`config.mk`:
```
export PLATFORM = sky130hd
export DESIGN_NAME = platform_rst_seq
export DESIGN_NICKNAME = d
export VERILOG_FILES = /design/src/rtl/platform_rst_pkg.sv /design/src/rtl/rst_seq_sync.sv /design/src/rtl/platform_rst_seq.sv
export SDC_FILE = /design/constraint.sdc
export NUM_CORES = 1
export LEC_CHECK = 0
export CAP_MARGIN = 20
export CELL_PAD_IN_SITES_DETAIL_PLACEMENT = 1
export CELL_PAD_IN_SITES_GLOBAL_PLACEMENT = 1
export CORE_MARGIN = 5
export CORE_UTILIZATION = 43
export CTS_CLUSTER_SIZE = 8
export DETAILED_ROUTE_END_ITERATION = 8
export GPL_ROUTABILITY_DRIVEN = 0
export PLACE_DENSITY_LB_ADDON = 0.15
export SYNTH_ARGS = -nofsm -noshare
export SYNTH_HDL_FRONTEND = slang
export SYNTH_SLANG_ARGS = --single-unit
```
`constraint.sdc`:
```
create_clock -name pl_clk0 -period 2.44 [get_ports pl_clk0]
set_input_delay 0.61 -clock pl_clk0 [delete_from_list [all_inputs] [get_ports pl_clk0]]
set_output_delay 0.61 -clock pl_clk0 [all_outputs]
set_load 0.1 [all_outputs]
```
`src/rtl/platform_rst_pkg.sv`:
```
// Shared types for the PL clock/reset sequencer: sequencer state encodings
// and a small elaboration-time helper.
package platform_rst_pkg;

  localparam int SEQ_STATE_W = 3;

  typedef enum logic [SEQ_STATE_W-1:0] {
    WIZ_RST     = 3'd0,
    WAIT_LOCK   = 3'd1,
    LOCK_STABLE = 3'd2,
    REL_IC      = 3'd3,
    RUN         = 3'd4
  } seq_state_t;

  function automatic int max_of(input int a, input int b);
    return (a > b) ? a : b;
  endfunction

endpackage

```
`src/rtl/rst_seq_sync.sv`:
```
// Multi-flop bit synchronizer for bringing the wizard's locked flag into the
// sequencer clock domain; all stages clear to 0 on reset.
module rst_seq_sync #(
  parameter int STAGES = 2
) (
  input  logic clk,
  input  logic rst_n,
  input  logic din,
  output logic dout
);

  logic [STAGES-1:0] sync_reg;

  always_ff @(posedge clk or negedge rst_n) begin
    if (!rst_n) begin
      sync_reg <= '0;
    end else begin
      sync_reg <= {sync_reg[STAGES-2:0], din};
    end
  end

  assign dout = sync_reg[STAGES-1];

endmodule

```
`src/rtl/platform_rst_seq.sv`:
```
// PL clock/reset sequencer: resets the clocking wizard, qualifies lock, then
// releases interconnect and peripheral resets in order; handles lock loss and
// software-requested full resets.
module platform_rst_seq
  import platform_rst_pkg::*;
#(
  parameter int WIZ_RST_CYCLES      = 16,
  parameter int LOCK_SYNC_STAGES    = 2,
  parameter int LOCK_STABLE_CYCLES  = 32,
  parameter int STAGE_GAP_CYCLES    = 8,
  parameter int LOCK_TIMEOUT_CYCLES = 4096
) (
  input  logic                   pl_clk0,
  input  logic                   pl_resetn,
  input  logic                   clk_wiz_locked,
  input  logic                   soft_rst_req,
  output logic                   clk_wiz_reset,
  output logic                   interconnect_aresetn,
  output logic                   peripheral_aresetn,
  output logic                   soft_rst_ack,
  output logic [SEQ_STATE_W-1:0] seq_state,
  output logic [7:0]             lock_loss_cnt,
  output logic                   lock_timeout
);

  localparam int CNT_MAX = max_of(max_of(WIZ_RST_CYCLES, LOCK_STABLE_CYCLES),
                                  max_of(STAGE_GAP_CYCLES, LOCK_TIMEOUT_CYCLES));
  localparam int CNT_W   = $clog2(CNT_MAX + 1);

  seq_state_t       state_reg, state_next;
  logic [CNT_W-1:0] cnt_reg, cnt_next;
  logic             armed_reg, armed_next;
  logic [7:0]       loss_reg, loss_next;
  logic             timeout_reg, timeout_next;
  logic             ack_next;
  logic             loss_event;
  logic             cnt_done;
  logic             locked_sync;
  logic             wiz_reg, ic_reg, per_reg, ack_reg;

  rst_seq_sync #(
    .STAGES (LOCK_SYNC_STAGES)
  ) u_lock_sync (
    .clk   (pl_clk0),
    .rst_n (pl_resetn),
    .din   (clk_wiz_locked),
    .dout  (locked_sync)
  );

  // Dwell length of each state; the counter is loaded with this on entry.
  function automatic logic [CNT_W-1:0] load_for(input seq_state_t s);
    case (s)
      WIZ_RST:     return CNT_W'(WIZ_RST_CYCLES);
      WAIT_LOCK:   return CNT_W'(LOCK_TIMEOUT_CYCLES);
      LOCK_STABLE: return CNT_W'(LOCK_STABLE_CYCLES);
      REL_IC:      return CNT_W'(STAGE_GAP_CYCLES);
      default:     return '0;
    endcase
  endfunction

  assign cnt_done = (cnt_reg <= CNT_W'(1));

  always_comb begin
    state_next   = state_reg;
    cnt_next     = (cnt_reg != '0) ? cnt_reg - CNT_W'(1) : cnt_reg;
    armed_next   = armed_reg;
    loss_next    = loss_reg;
    timeout_next = timeout_reg;
    ack_next     = 1'b0;
    loss_event   = 1'b0;

    case (state_reg)
      WIZ_RST: begin
        if (cnt_done) state_next = WAIT_LOCK;
      end
      WAIT_LOCK: begin
        if (locked_sync) begin
          state_next = LOCK_STABLE;
        end else if (cnt_done) begin
          state_next   = WIZ_RST;
          timeout_next = 1'b1;
        end
      end
      LOCK_STABLE: begin
        if (!locked_sync)  state_next = WAIT_LOCK;
        else if (cnt_done) state_next = REL_IC;
      end
      REL_IC: begin
        if (!locked_sync) begin
          state_next = WAIT_LOCK;
          loss_event = 1'b1;
        end else if (cnt_done) begin
          state_next = RUN;
        end
      end
      RUN: begin
        loss_event = !locked_sync;
        // A soft request overrides a simultaneous lock loss; the loss is still counted.
        if (soft_rst_req && armed_reg) begin
          state_next = WIZ_RST;
          ack_next   = 1'b1;
        end else if (!locked_sync) begin
          state_next = WAIT_LOCK;
        end
      end
      default: state_next = WIZ_RST;
    endcase

    if (state_next != state_reg) cnt_next = load_for(state_next);
    if (loss_event && loss_reg != 8'hFF) loss_next = loss_reg + 8'd1;

    // Requester must drop the level once before it can be acknowledged again.
    if (!soft_rst_req) armed_next = 1'b1;
    if (ack_next)      armed_next = 1'b0;
  end

  always_ff @(posedge pl_clk0 or negedge pl_resetn) begin
    if (!pl_resetn) begin
      state_reg   <= WIZ_RST;
      cnt_reg     <= CNT_W'(WIZ_RST_CYCLES);
      armed_reg   <= 1'b1;
      loss_reg    <= 8'd0;
      timeout_reg <= 1'b0;
      wiz_reg     <= 1'b1;
      ic_reg      <= 1'b0;
      per_reg     <= 1'b0;
      ack_reg     <= 1'b0;
    end else begin
      state_reg   <= state_next;
      cnt_reg     <= cnt_next;
      armed_reg   <= armed_next;
      loss_reg    <= loss_next;
      timeout_reg <= timeout_next;
      wiz_reg     <= (state_next == WIZ_RST);
      ic_reg      <= (state_next == REL_IC) || (state_next == RUN);
      per_reg     <= (state_next == RUN);
      ack_reg     <= ack_next;
    end
  end

  assign clk_wiz_reset        = wiz_reg;
  assign interconnect_aresetn = ic_reg;
  assign peripheral_aresetn   = per_reg;
  assign soft_rst_ack         = ack_reg;
  assign seq_state            = state_reg;
  assign lock_loss_cnt        = loss_reg;
  assign lock_timeout         = timeout_reg;

endmodule

```
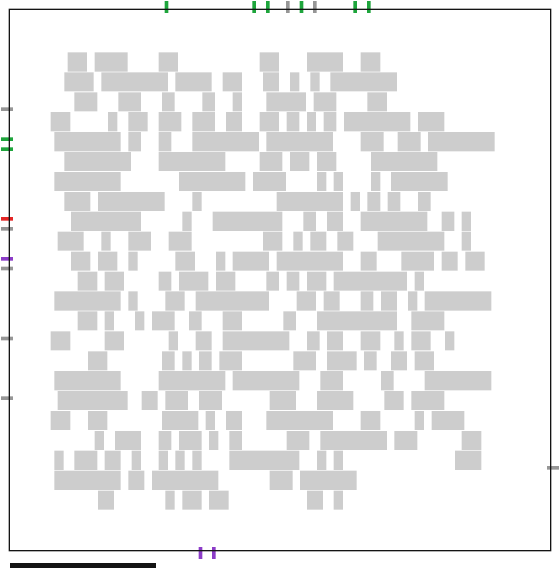
Fig. 1. Pin map (run 1).
The bar under the picture is 20 um long. Pins as bars across the die edge, other pins in gray.
Purple stands for `seq_state`, pins 3, direction output, edge 2 south, 1 west. Red stands for `clk_wiz_locked`, pins 1, direction input, edge west. Green stands for `lock_loss_cnt`, pins 8, direction output, edge 6 north, 2 west.

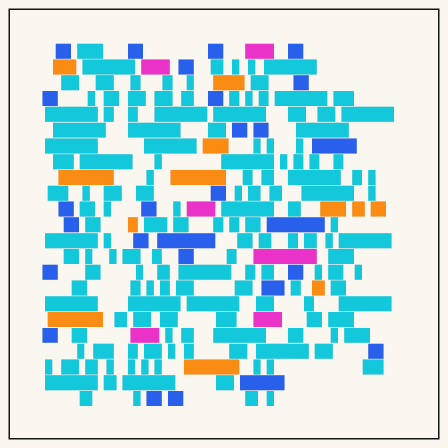
Fig. 2. Cell sizes after repair (run 1).
Blue stands for x3 and x4, cells 27, share 14%. Cyan stands for x1 and smaller, cells 152, share 77%. Magenta stands for x6 and larger, cells 6, share 3.0%. Orange stands for x2, cells 12, share 6.1%.

==> results.json <==
{
  "setup_viol": 0,
  "fp.dieW_um": 73.74,
  "postLayoutCoreUtil_pct": 52.62,
  "ys.flops": 32,
  "antenna_found_initial": 0,
  "yosys_most_used_dff": "dfrtp_1",
  "enable_flop_cells": 0,
  "regToRegEndpoint": "cnt_reg[8]$_DFFE_PN0P_",
  "drt_iter0_markers": 55,
  "dp_hpwl_um": 3059,
  "worst_r2r_path_depth": 7,
  "core_area_mm2": 0.003971,
  "placementRows": 23,
  "overflow": 0,
  "max-slew-margin-rel_pct": 65.42,
  "ant_nets": 0,
  "ctsRootBufferMaster": "clkbuf_8",
  "synth_area_per_cell_um2": 10.34,
  "n_antenna_cell": 0,
  "wl_um": 4311,
  "startpoint_type": "register",
  "clk_latency_ns": 0.29,
  "ioPinCount": 20,
  "period_minus_slack_ns": 2.112,
  "htreeDepth": 2,
  "cts_setup_buffers": 0,
  "path_cells": "inv_1 > ha_1 > nor3b_1 > buf_4 > nand4_1 > or4b_1 > a21oi_1",
  "r2r_slack_ns": 0.33,
  "nets": 204,
  "yosysUniqueCellTypes": 52,
  "fin_skew_ns": 0.006222,
  "grt_pass1_wl_um": 7314,
  "power_mw": 3.053,
  "status": "finished, final reports clean",
  "hold_violations": 0,
  "min_to": "u_lock_sync.sync_reg[1]$_DFF_PN0_",
  "crit_type": "register to register",
  "ir_drop_mv": 0.8783,
  "warnings": 28,
  "syn_area_mm2": 0.001747,
  "logic_area_um2": 892.1,
  "largest_register_ffs": 13,
  "dr_total_vias": 1425,
  "rsz0062_at_grt": "no",
  "cellPowerDensity_mw_per_mm2": 1461,
  "whs_path_depth": 0,
  "drive_above_1_share_pct": 22.84,
  "cts_max_path_buffers": 2,
  "fp_util_pct": 43.98,
  "cts_tree": "built",
  "clkTransAtPathRegs_ns": 0.07,
  "nFillCells": 448,
  "crit_path_max_incr_delay_ns": 0.49,
  "cp.arrival_ns": 2.33,
  "worst_pin_slew_ns": 0.5186,
  "wl_per_cell_um": 17.45,
  "final_cell_mix": "dfrtp_1, buf_4, nand2_1, nor2_1, xor2_1",
  "dieArea_mm2": 0.005437,
  "grt_pass1_vias": 1521,
  "yosys.stat.seqShare_pct": 46.06,
  "fin_crit_sh_pct": 86.57,
  "syn-num-nets": 177,
  "holdWs_ns": 0.3542,
  "synthArstFlopShare_pct": 100.0,
  "hold_class": "register to register",
  "cp_slowest_cell": "or4b_1",
  "worstHoldStart": "u_lock_sync.sync_reg[0]$_DFF_PN0_",
  "port_buffers": 19,
  "synth_cells": 169,
  "yosys_area_mm2": 0.001747,
  "drc": 0,
  "maxCapViolCount": 0,
  "path_delay_family": "simple AND/OR/NAND/NOR gates",
  "holdBufCountCts": 0,
  "yosysWarnings": 0,
  "post_cts_resized": 0,
  "drtPass1Iterations": 4,
  "final_area_mm2": 0.002090,
  "lay_top_count": "dfrtp_1",
  "via_per_inst": 5.769,
  "slew_viol_final": 0,
  "cp.buffers_inverters": 2,
  "r2r-start": "cnt_reg[0]$_DFFE_PN0P_",
  "grtUsageTotal_pct": 17.69,
  "path_max_fanout": 7,
  "leakage_nw": 0.9456,
  "seqCellArea_um2": 805.8,
  "cts_sinks": 32,
  "grt_max_degree": 33,
  "fin_tns_setup_ns": 0
}
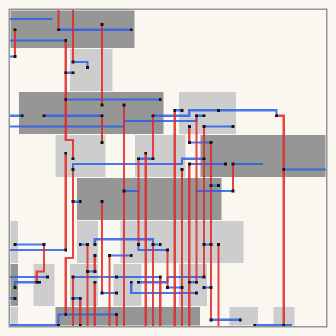
Fig. 3. A small window of the routed layout (run 1).
Region (45, 45) to (65, 65) um. Cells in gray, sequential cells in the stronger gray; small squares are vias.
Blue stands for M1. Red stands for M2.
Most frequent: dfrtp_1 (4), a21oi_1 (2). 14 logic cells have their middle in the window. Sequential cells in the window: 4. Netlist names of flops here include `cnt_reg` (2), `lock_loss_cnt` (2).

[run 1: cell type report]
cell class | count | area share [%]
Tap cell | 50 | 2.994
Clock inverter | 2 | 1.677
Inverter | 7 | 1.257
Clock buffer | 6 | 3.473
Multi-Input combinational cell | 125 | 42.69
Timing Repair Buffer | 25 | 9.341
Sequential cell | 32 | 38.56
[run 1: logic make-up after synthesis]
| kind of cell | count (synthesis) | share of synthesized area, % |
|---|---|---|
| adder cells (fa/ha/maj) | 4 | 2.865 |
| XOR/XNOR | 13 | 6.519 |
| multiplexers | 3 | 1.791 |
| flip-flops | 32 | 46.06 |
| buffers and inverters | 12 | 2.865 |
| AND-OR/OR-AND | 29 | 13.97 |
| AND/OR/NAND/NOR | 76 | 25.93 |
[run 1: worst register-to-register path, delay by kind of cell, from the launching register on]
kind / cells / cell delay (ns)
adder cells (fa/ha/maj): 1 / 0.25
flip-flops: 1 / 0.46
AND-OR/OR-AND: 1 / 0.16
AND/OR/NAND/NOR: 3 / 0.92
buffers and inverters: 2 / 0.26
[run 1: metrics by stage]
stage,cells,setup WS (ns)
after floorplan,169,0.003125
after detailed placement,239,0.2394
after global placement,239,0.2950
after global routing,247,0.2232
final,247,0.3278
after CTS,247,0.3134
[run 1: worst max path at each step]
stage / slack (ns) / startpoint / end / cells past startpoint
2_1_floorplan: 0.003 / lock_loss_cnt[0]$_DFFE_PN0P_ / lock_loss_cnt[1]$_DFFE_PN0P_ / 5
3_3_place_gp: 0.29 / soft_rst_req / cnt_reg[9]$_DFFE_PN0P_ / 5
3_5_place_dp: 0.24 / soft_rst_req / cnt_reg[9]$_DFFE_PN0P_ / 5
4_1_cts: 0.31 / cnt_reg[0]$_DFFE_PN0P_ / cnt_reg[8]$_DFFE_PN0P_ / 7
5_1_grt: 0.22 / cnt_reg[0]$_DFFE_PN0P_ / cnt_reg[8]$_DFFE_PN0P_ / 7
6_report: 0.33 / cnt_reg[0]$_DFFE_PN0P_ / cnt_reg[8]$_DFFE_PN0P_ / 7
[run 1: where the power goes]
group / switching, mW / leakage, nW / internal, mW
clock: 0.206 / 0.0552 / 0.303
combinational: 1.08 / 0.479 / 0.541
sequential: 0.222 / 0.411 / 0.701
total: 1.51 / 0.946 / 1.55
[run 1: cell usage after synthesis (2+ instances only)]
cell type   n  area share, %
a21oi_1     5            1.4
dfrtp_1    29             42
nand3_1     5            1.4
buf_2       4            1.1
nor4_4      2            2.4
nor3b_1     2           0.86
nor4_1      3            1.1
mux2i_1     2            1.1
dfstp_2     3            4.5
nand2_1    17            3.7
and3_1      2           0.72
nor2b_1     2           0.72
nor2_1     14            3.0
inv_1       6            1.3
nor4_2      2            1.4
xor2_1     10            5.0
xnor2_1     3            1.5
nor3_1      8            2.3
o21a_1      3            1.3
a21o_1      2           0.86
nand2b_1    2           0.72
o21ai_0     5            1.4
nand4_1     5            1.8
nand3b_1    2           0.86
ha_1        4            2.9
[run 1: layer usage]
layer	track usage (%)	up-vias	part of all wire, %
li1	-	666	-
met1	21.40	720	43
met2	30.02	27	51
met3	4.241	12	3.6
met4	7.042	0	2.6
met5	0	-	0
Power figures rest on the tool's default switching activity, not on a simulated workload.
